**config.mk**
```make
export PLATFORM = sky130hd
export DESIGN_NAME = lcd_timing_gen
export DESIGN_NICKNAME = d
export VERILOG_FILES = /design/src/rtl/lcd_timing_gen.sv
export SDC_FILE = /design/constraint.sdc
export NUM_CORES = 1
export LEC_CHECK = 0
export ABC_AREA = 1
export ABC_CLOCK_PERIOD_IN_PS = 4300
export CORE_UTILIZATION = 49
export CTS_CLUSTER_SIZE = 40
export DETAILED_ROUTE_END_ITERATION = 8
export PLACE_DENSITY = 0.76
export SLEW_MARGIN = 20
export SYNTH_ARGS = -nofsm -noshare
export SYNTH_HDL_FRONTEND = slang
export SYNTH_SLANG_ARGS = --single-unit
```
**constraint.sdc**
```tcl
create_clock -name pixel_clk -period 4.3 [get_ports pixel_clk]
set_input_delay 0.86 -clock pixel_clk [delete_from_list [all_inputs] [get_ports pixel_clk]]
set_output_delay 0.86 -clock pixel_clk [all_outputs]
set_load 0.02 [all_outputs]
```
**src/rtl/lcd_timing_gen.sv**
```systemverilog
// Raster timing generator for a parallel RGB565 LCD panel: free-running h/v counters,
// registered sync/enable decodes and a small built-in test pattern source.
module lcd_timing_gen #(
    parameter int H_ACTIVE = 800,
    parameter int H_FP     = 40,
    parameter int H_SYNC   = 128,
    parameter int H_BP     = 88,
    parameter int V_ACTIVE = 480,
    parameter int V_FP     = 13,
    parameter int V_SYNC   = 3,
    parameter int V_BP     = 32
) (
    input  logic        pixel_clk,
    input  logic        rst,
    input  logic        en,
    input  logic [1:0]  pattern_sel,
    output logic        lcd_de,
    output logic        lcd_hsync,
    output logic        lcd_vsync,
    output logic [10:0] pix_x,
    output logic [9:0]  pix_y,
    output logic        frame_start,
    output logic [4:0]  lcd_r,
    output logic [5:0]  lcd_g,
    output logic [4:0]  lcd_b
);

    localparam int H_TOTAL = H_ACTIVE + H_FP + H_SYNC + H_BP;
    localparam int V_TOTAL = V_ACTIVE + V_FP + V_SYNC + V_BP;

    localparam logic [10:0] H_LAST   = 11'(H_TOTAL - 1);
    localparam logic [10:0] H_ACT    = 11'(H_ACTIVE);
    localparam logic [10:0] H_SYNC_S = 11'(H_ACTIVE + H_FP);
    localparam logic [10:0] H_SYNC_E = 11'(H_ACTIVE + H_FP + H_SYNC);
    localparam logic [10:0] BAR_W    = 11'(H_ACTIVE / 8);

    localparam logic [9:0]  V_LAST   = 10'(V_TOTAL - 1);
    localparam logic [9:0]  V_ACT    = 10'(V_ACTIVE);
    localparam logic [9:0]  V_SYNC_S = 10'(V_ACTIVE + V_FP);
    localparam logic [9:0]  V_SYNC_E = 10'(V_ACTIVE + V_FP + V_SYNC);

    logic [10:0] h;
    logic [9:0]  v;
    logic [1:0]  pat_q;

    logic        first_c;
    logic        de_c;
    logic        hsync_c;
    logic        vsync_c;
    logic [10:0] x_c;
    logic [9:0]  y_c;
    logic [1:0]  pat_c;
    logic [2:0]  bar;
    logic [4:0]  r_c;
    logic [5:0]  g_c;
    logic [4:0]  b_c;

    // Decode of the current (h,v); the registers below present it one clock later.
    always_comb begin
        first_c = (h == 11'd0) && (v == 10'd0);
        de_c    = (h < H_ACT) && (v < V_ACT);
        hsync_c = !((h >= H_SYNC_S) && (h < H_SYNC_E));
        vsync_c = !((v >= V_SYNC_S) && (v < V_SYNC_E));
        x_c     = de_c ? h : 11'd0;
        y_c     = de_c ? v : 10'd0;
        // The frame's first sample already uses the newly selected pattern.
        pat_c   = first_c ? pattern_sel : pat_q;

        bar = 3'd0;
        for (int k = 1; k < 8; k++) begin
            if (x_c >= 11'(k) * BAR_W) begin
                bar = bar + 3'd1;
            end
        end

        r_c = 5'd0;
        g_c = 6'd0;
        b_c = 5'd0;
        case (pat_c)
            2'd0: begin
                r_c = {5{~bar[1]}};
                g_c = {6{~bar[2]}};
                b_c = {5{~bar[0]}};
            end
            2'd1: begin
                if ((x_c[4:0] == 5'd0) || (y_c[4:0] == 5'd0)) begin
                    r_c = 5'h1F;
                    g_c = 6'h3F;
                    b_c = 5'h1F;
                end
            end
            2'd2: begin
                r_c = x_c[9:5];
                g_c = y_c[8:3];
                b_c = ~x_c[9:5];
            end
            default: begin
                r_c = 5'd0;
                g_c = 6'd0;
                b_c = 5'd0;
            end
        endcase

        if (!de_c) begin
            r_c = 5'd0;
            g_c = 6'd0;
            b_c = 5'd0;
        end
    end

    always_ff @(posedge pixel_clk) begin
        if (rst || !en) begin
            h           <= 11'd0;
            v           <= 10'd0;
            lcd_de      <= 1'b0;
            lcd_hsync   <= 1'b1;
            lcd_vsync   <= 1'b1;
            pix_x       <= 11'd0;
            pix_y       <= 10'd0;
            frame_start <= 1'b0;
            lcd_r       <= 5'd0;
            lcd_g       <= 6'd0;
            lcd_b       <= 5'd0;
            if (rst) begin
                pat_q <= 2'd0;
            end
        end else begin
            if (h == H_LAST) begin
                h <= 11'd0;
                v <= (v == V_LAST) ? 10'd0 : v + 10'd1;
            end else begin
                h <= h + 11'd1;
            end
            if (first_c) begin
                pat_q <= pattern_sel;
            end
            lcd_de      <= de_c;
            lcd_hsync   <= hsync_c;
            lcd_vsync   <= vsync_c;
            pix_x       <= x_c;
            pix_y       <= y_c;
            frame_start <= first_c;
            lcd_r       <= r_c;
            lcd_g       <= g_c;
            lcd_b       <= b_c;
        end
    end

endmodule

```
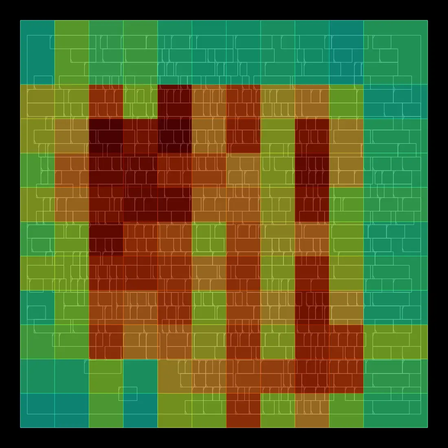
run_1/congestion_map.png
GR Util met2: 49.8%
global-route met3 utilization: 6.00%
met1 layer usage reported by global route: 35.2%

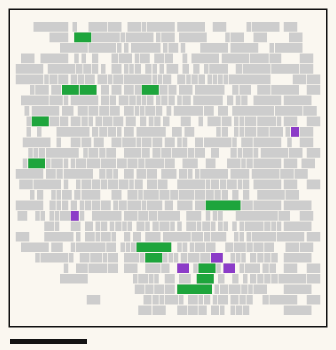
run_1/gates.png
Scale bar: 20 um.
[green] fa/ha/maj cells | cells: 12 | most used: ha_1
[purple] and/or cells | cells: 5 | most used: or2_4

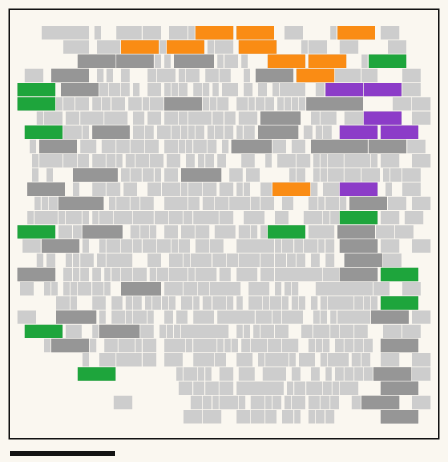
run_1/ff_map.png
Scale bar: 20 um. Other sequential cells in the stronger grey, the rest of the logic in the fainter grey.
[orange] `pix_y` | flops: 10
[green] `pix_x` | flops: 11
[purple] `lcd_g` | flops: 6 | where: upper right

==> out/results.txt, run 1 <==
Remaining DRCs -> 0
Chip area -> 6700 um2
Setup crit start kind -> flip-flop
Top achievable clock speed -> 0.217 GHz
Detailed router's first-iteration violation count -> 304
Synth Area per Inst -> 7.68 um2
Worst min-delay path endpoint -> h[0]$_SDFF_PP0_
Final critical-path share of the clock period -> 107%
Post-layout instance count excluding filler cells -> 622
Slowest stage delay, CP -> 0.37 ns
Internal power -> 0.957 mW
Via count of the first global-routing pass -> 3,161
Top non-seq family -> simple AND/OR/NAND/NOR gates
Tot GR Track Use -> 29.8%
Final weighted congestion in routability-driven placement -> 0.919
Hold Startpoint -> h[0]$_SDFF_PP0_
Final setup violation count -> 11
Synth area leader -> dfxtp_1
Maximum capacitance violations -> 0
Run status -> finished, violations left
Final antenna-violating net count -> 0
Post-Place Worst Slack -> -0.261 ns
Nets -> 559
Worst reg2reg path endpoint -> lcd_g[2]$_SDFF_PP0_
Final setup skew -> 0.0111 ns
Hold Path Class -> flip-flop to flip-flop
Setup ws final -> -0.313 ns
Share of synthesized area spent on multiplexers -> 0.760%
Fraction of registers with async set or reset after synthesis -> 0%
Combined area of all synthesized cells -> 3130 um2
Failing checks -> negative setup slack
Flop-to-flop setup slack -> -0.31 ns
Post-cts repair resize count -> 23
Critical Path Most Common Cell -> inv_2
Width of the die -> 81.9 um
Combinational Power Share -> 9.1%
Routed wire length -> 9430 um
Detail Route met2 WL -> 4650 um
Count leader, synth -> dfxtp_1
Slew HR -> 31.4%
Worst Path Buf+Inv -> 7
run 1: power groups by stage:
stage	combinational, mW	clock [mW]	sequential [mW]
2_1_floorplan	0.0478	0	0.644
3_3_place_gp	0.103	0	0.628
3_5_place_dp	0.105	0	0.628
4_1_cts	0.112	0.537	0.615
5_1_grt	0.126	0.568	0.615
6_report	0.116	0.538	0.614
run 1: sequential cells by signal (all words and copies together) (netlist names), 2 cells and up:
signal  count
pat_q       2
lcd_b       5
lcd_g       6
h          11
pix_x      11
lcd_r       5
v          10
pix_y      10
run 1: final cells by class:
type / count / area, um2
clock buffers: 12 / 156
clock inverters: 4 / 51.3
fillers: 382 / 1330
inverters: 62 / 238
multi-input cells: 276 / 1750
flip-flops and latches: 64 / 1320
well taps: 75 / 93.8
repair buffers: 129 / 1080
run 1: kinds of logic after synthesis:
kind of cell / after synthesis
simple gates: 184
compound gates: 69
buf+inv: 68
flops: 64
fa+ha+maj: 12
xor+xnor: 7
mux: 2
other cells: 1
run 1: layout by cell type (no fill, tap or decap), types with 3 or more instances in the layout:
| cell type | n |
|---|---|
| buf_4 | 84 |
| dfxtp_1 | 51 |
| nor2_1 | 48 |
| clkdlybuf4s50_1 | 45 |
| inv_1 | 43 |
| nand2_1 | 38 |
| a21oi_1 | 35 |
| nand3_1 | 25 |
| nand2_2 | 17 |
| inv_2 | 15 |
| o21ai_0 | 13 |
| nor2_4 | 10 |
| nand4_1 | 9 |
| ha_1 | 9 |
| clkbuf_8 | 9 |
| dfxtp_2 | 9 |
| nand3_2 | 8 |
| a21oi_2 | 8 |
| xor2_1 | 6 |
| nor3_1 | 6 |
| a31oi_1 | 5 |
| nand2_4 | 4 |
| nor2_2 | 4 |
| ha_4 | 3 |
run_1/closeup.png
Scale bar: 5 um. Window x 31 to 51, y 47 to 67 um. Cells in grey, sequential cells in the stronger grey; small squares are vias.
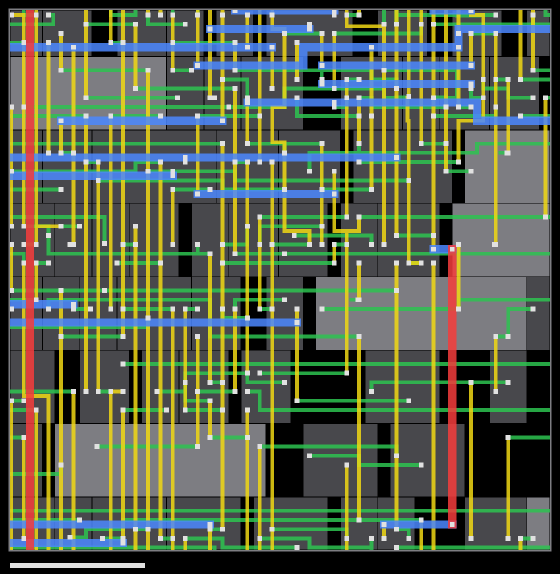

==> run 2: changes to the inputs <==
SKIP_CTS_REPAIR_TIMING = 1   (was default)
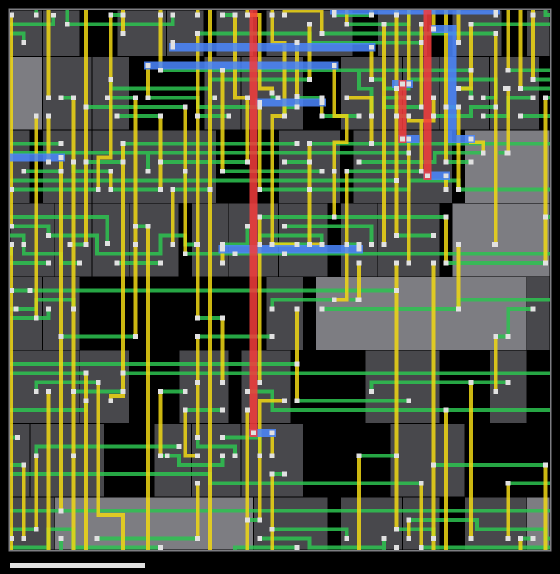
run_2/closeup.png
Scale bar: 5 um. Window x 31 to 51, y 47 to 67 um. Cells in grey, sequential cells in the stronger grey; small squares are vias.
[red] M4
[blue] M3
[yellow] M2
[green] M1
sequential cells in the window: 2
cells with their middle in the window: 51
netlist names of flops here include: `v` (2)
most frequent: inv_1 (8), a21oi_1 (6)

==> run 2 against run 1 <==
  * The run still ends with negative setup slack left
  * Fmax up 0.72%
  * Clock skew down 0.00085 ns
  * Final cell count down 5.0%
  * Clock-buffer cell count unchanged
  * Setup slack better by 0.033 ns
  * Sequential share of layout area up 1.7 points
  * Non-clock buffer count down 31
  * Via count down 9.2%
  * Synthesized cell count unchanged
  * Critical path type unchanged
  * Largest cell class unchanged
==> out/results.txt, run 2 <==
Run status -> finished, violations left (unchanged)
Synth area leader -> dfxtp_1 (unchanged)
Tot GR Track Use -> 24.6% (was 29.8%)
Initial core utilization -> 51.9% (unchanged)
Count leader, synth -> dfxtp_1 (unchanged)
Setup ws final -> -0.280 ns (was -0.313 ns)
Largest registers in the final layout -> h: 11 flops, pix_x: 11 flops (unchanged)
Final weighted congestion in routability-driven placement -> 0.919 (unchanged)
Width of the die -> 81.9 um (unchanged)
Nets -> 528 (was 559)
Fillers -> 440 (was 382)
Share of synthesized area spent on multiplexers -> 0.760% (unchanged)
Via count of the first global-routing pass -> 2,716 (was 3,161)
Setup crit start kind -> flip-flop (unchanged)
Combined area of all synthesized cells -> 3130 um2 (unchanged)
Slowest stage delay, CP -> 0.36 ns (was 0.37 ns)
Slew HR -> 30.3% (was 31.4%)
Chip area -> 6700 um2 (unchanged)
Final setup skew -> 0.0103 ns (was 0.0111 ns)
Flip-flop and latch area -> 1320 um2 (about the same)
Routed wire length -> 8010 um (was 9430 um)
Remaining DRCs -> 0 (unchanged)
Maximum capacitance violations -> 0 (unchanged)
Final setup violation count -> 11 (unchanged)
Synth Area per Inst -> 7.68 um2 (unchanged)
Final antenna-violating net count -> 0 (unchanged)
Fraction of registers with async set or reset after synthesis -> 0% (unchanged)
Top non-seq family -> simple AND/OR/NAND/NOR gates (unchanged)
Failing checks -> negative setup slack (unchanged)
run 2: through the flow:
stage	cells	hold WS (ns)	worst slack [ns]	instance area [um2]	TNS [ns]
floorplan	408	0.426	0.00594	3200	0
global placement	568	0.443	-0.158	4060	-0.882
detailed placement	568	0.459	-0.261	4060	-1.97
CTS	584	0.475	-0.312	4270	-2.46
global route	591	0.493	-0.505	4420	-4.17
finish	591	0.470	-0.280	4420	-1.78
run 2: area by class of cell:
cell class / count / area share (%)
multi-input combinational: 276 / 38.9
sequential: 64 / 29.8
timing repair buffer: 98 / 19.2
inverter: 62 / 5.32
clock buffer: 12 / 3.54
tap: 75 / 2.12
clock inverter: 4 / 1.16
run 2: metal layers:
| layer | GRT usage, % | routed length, um | vias to the layer above |
|---|---|---|---|
| met5 | 0 | 0 | - |
| met4 | 10.2 | 199 | 0 |
| met3 | 5.22 | 468 | 27 |
| met2 | 39.9 | 3740 | 109 |
| met1 | 31.4 | 3600 | 1391 |
| li1 | - | - | 1535 |
run 2: worst paths after layout:
path / startpoint / endpoint / slack [ns] / cells past startpoint
worst min-delay path: h[0]$_SDFF_PP0_ / h[0]$_SDFF_PP0_ / 0.47 / 1
worst max-delay path: h[8]$_SDFF_PP0_ / lcd_g[1]$_SDFF_PP0_ / -0.28 / 33
worst min register to register: h[0]$_SDFF_PP0_ / h[0]$_SDFF_PP0_ / 0.47 / 1
worst max register to register: h[8]$_SDFF_PP0_ / lcd_g[1]$_SDFF_PP0_ / -0.28 / 33
run 2: report_power, final:
group | total, mW | leakage, nW | switching (mW) | internal (mW)
logic | 0.116 | 1.25 | 0.0710 | 0.0445
clock network | 0.533 | 0.102 | 0.230 | 0.303
registers | 0.614 | 0.531 | 0.00436 | 0.610
run_2/gates.png
Scale bar: 20 um.
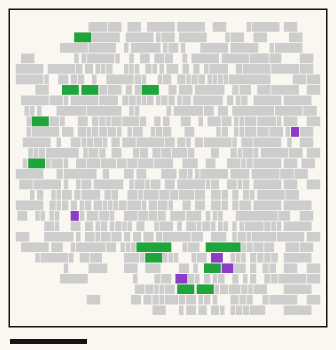

==> run 3: changes to the inputs <==
HOLD_SLACK_MARGIN = 0.05   (was default)
MAX_ROUTING_LAYER = met4   (was default)
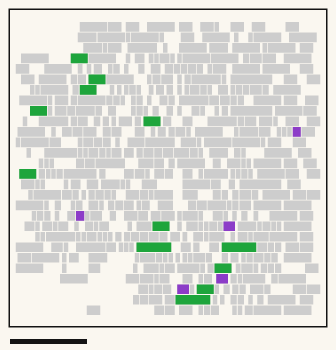
run_3/gates.png
Scale bar: 20 um.
[green] fa/ha/maj cells | cells: 12 | most used: ha_1
[purple] and/or cells | cells: 5 | most used: or2_4

==> run 3 against run 2 <==
  * Critical path depth decreased by 3
  * Design area hardly changed
  * Total power decreased by 0.59%
  * Fmax shrank 1.6%
  * Utilization hardly changed
  * Largest cell class unchanged
  * Final cell count is 0.51% lower
  * Clock power is 1% lower
  * Synthesized area unchanged
  * Register-to-register slack got worse by 0.07 ns
  * Non-clock buffer count fell by 3
  * The flow still finishes with violations (negative setup slack)
==> out/results.txt, run 3 <==
Worst Path Buf+Inv -> 4 (was 7)
Run status -> finished, violations left (unchanged)
Final antenna-violating net count -> 0 (unchanged)
Setup ws final -> -0.353 ns (was -0.280 ns)
Initial core utilization -> 51.9% (unchanged)
Failing checks -> negative setup slack (unchanged)
Slew HR -> 30.8% (was 30.3%)
Global route hottest layer -> met2 (unchanged)
Routed wire length -> 8480 um (was 8010 um)
Total negative slack for setup checks -> -2.48 ns (was -1.78 ns)
Final critical-path share of the clock period -> 108% (was 107%)
Final setup skew -> 0.00522 ns (was 0.0103 ns)
Top achievable clock speed -> 0.215 GHz (was 0.218 GHz)
Final setup violation count -> 11 (unchanged)
Worst Setup SP -> h[7]$_SDFF_PP0_ (was h[8]$_SDFF_PP0_)
Met1 layer usage reported by global route -> 33.8% (was 31.4%)
Commonest cells after routing, fill and taps aside -> dfxtp_1, buf_4, nor2_1, clkdlybuf4s50_1, inv_1 (was buf_4, dfxtp_1, nor2_1, clkdlybuf4s50_1, inv_1)
Post-Place Worst Slack -> -0.430 ns (was -0.261 ns)
Setup crit start kind -> flip-flop (unchanged)
Fillers -> 456 (was 440)
Hold Path Class -> flip-flop to flip-flop (unchanged)
Fraction of registers with async set or reset after synthesis -> 0% (unchanged)
Count leader, synth -> dfxtp_1 (unchanged)
Via count of the first global-routing pass -> 2,844 (was 2,716)
run 3: cell types whose count changed in the layout (fill, tap and decap cells not counted), sizes merged:
cell	change
clkbuf	-2
inv	+2
buf	-3
run 3: worst paths after layout:
path | to | cells after the start
worst min-delay path | h[0]$_SDFF_PP0_ | 1
worst min register to register | h[0]$_SDFF_PP0_ | 1
worst max-delay path | lcd_g[0]$_SDFF_PP0_ | 30
worst max register to register | lcd_g[0]$_SDFF_PP0_ | 30
run 3: logic make-up (layout without fill, tap and decap cells):
kind of cell / count (synthesis) / count (layout) / synth area share (%)
AND-OR/OR-AND: 69 / 69 / 11.8
AND/OR/NAND/NOR: 184 / 184 / 30.5
XOR/XNOR: 7 / 7 / 1.96
flip-flops: 64 / 64 / 41.6
other: 1 / 2 / 0.120
adder cells (fa/ha/maj): 12 / 12 / 4.80
multiplexers: 2 / 2 / 0.760
buffers and inverters: 68 / 173 / 8.44
run 3: where the power goes:
group          leakage (nW)  internal (mW)  switching [mW]
Combinational          1.23         0.0432          0.0706
Clock                 0.103          0.285           0.241
Sequential            0.532          0.609         0.00483
run 3: layer usage:
metal,routed length [um],share of wire (%),vias to the layer above
li1,-,-,1527
met1,3740,44,1413
met2,4050,48,127
met3,501,5.9,18
met4,189,2.2,0
met5,0,0,-
run 3: layout make-up:
class,instances,area (um2),share of cell area [%]
clock buffer,10,138,3.11
tap,75,93.8,2.12
inverter,62,235,5.32
timing repair buffer,95,826,18.7
multi-input combinational,276,1740,39.4
clock inverter,6,66.3,1.50
sequential,64,1320,29.9
run 3: per-stage QoR:
stage | area [um2] | cells
detailed placement | 4060 | 568
global placement | 4060 | 568
finish | 4420 | 588
global route | 4420 | 588
floorplan | 3200 | 408
CTS | 4260 | 584
Power is estimated from default activity; no workload was simulated.
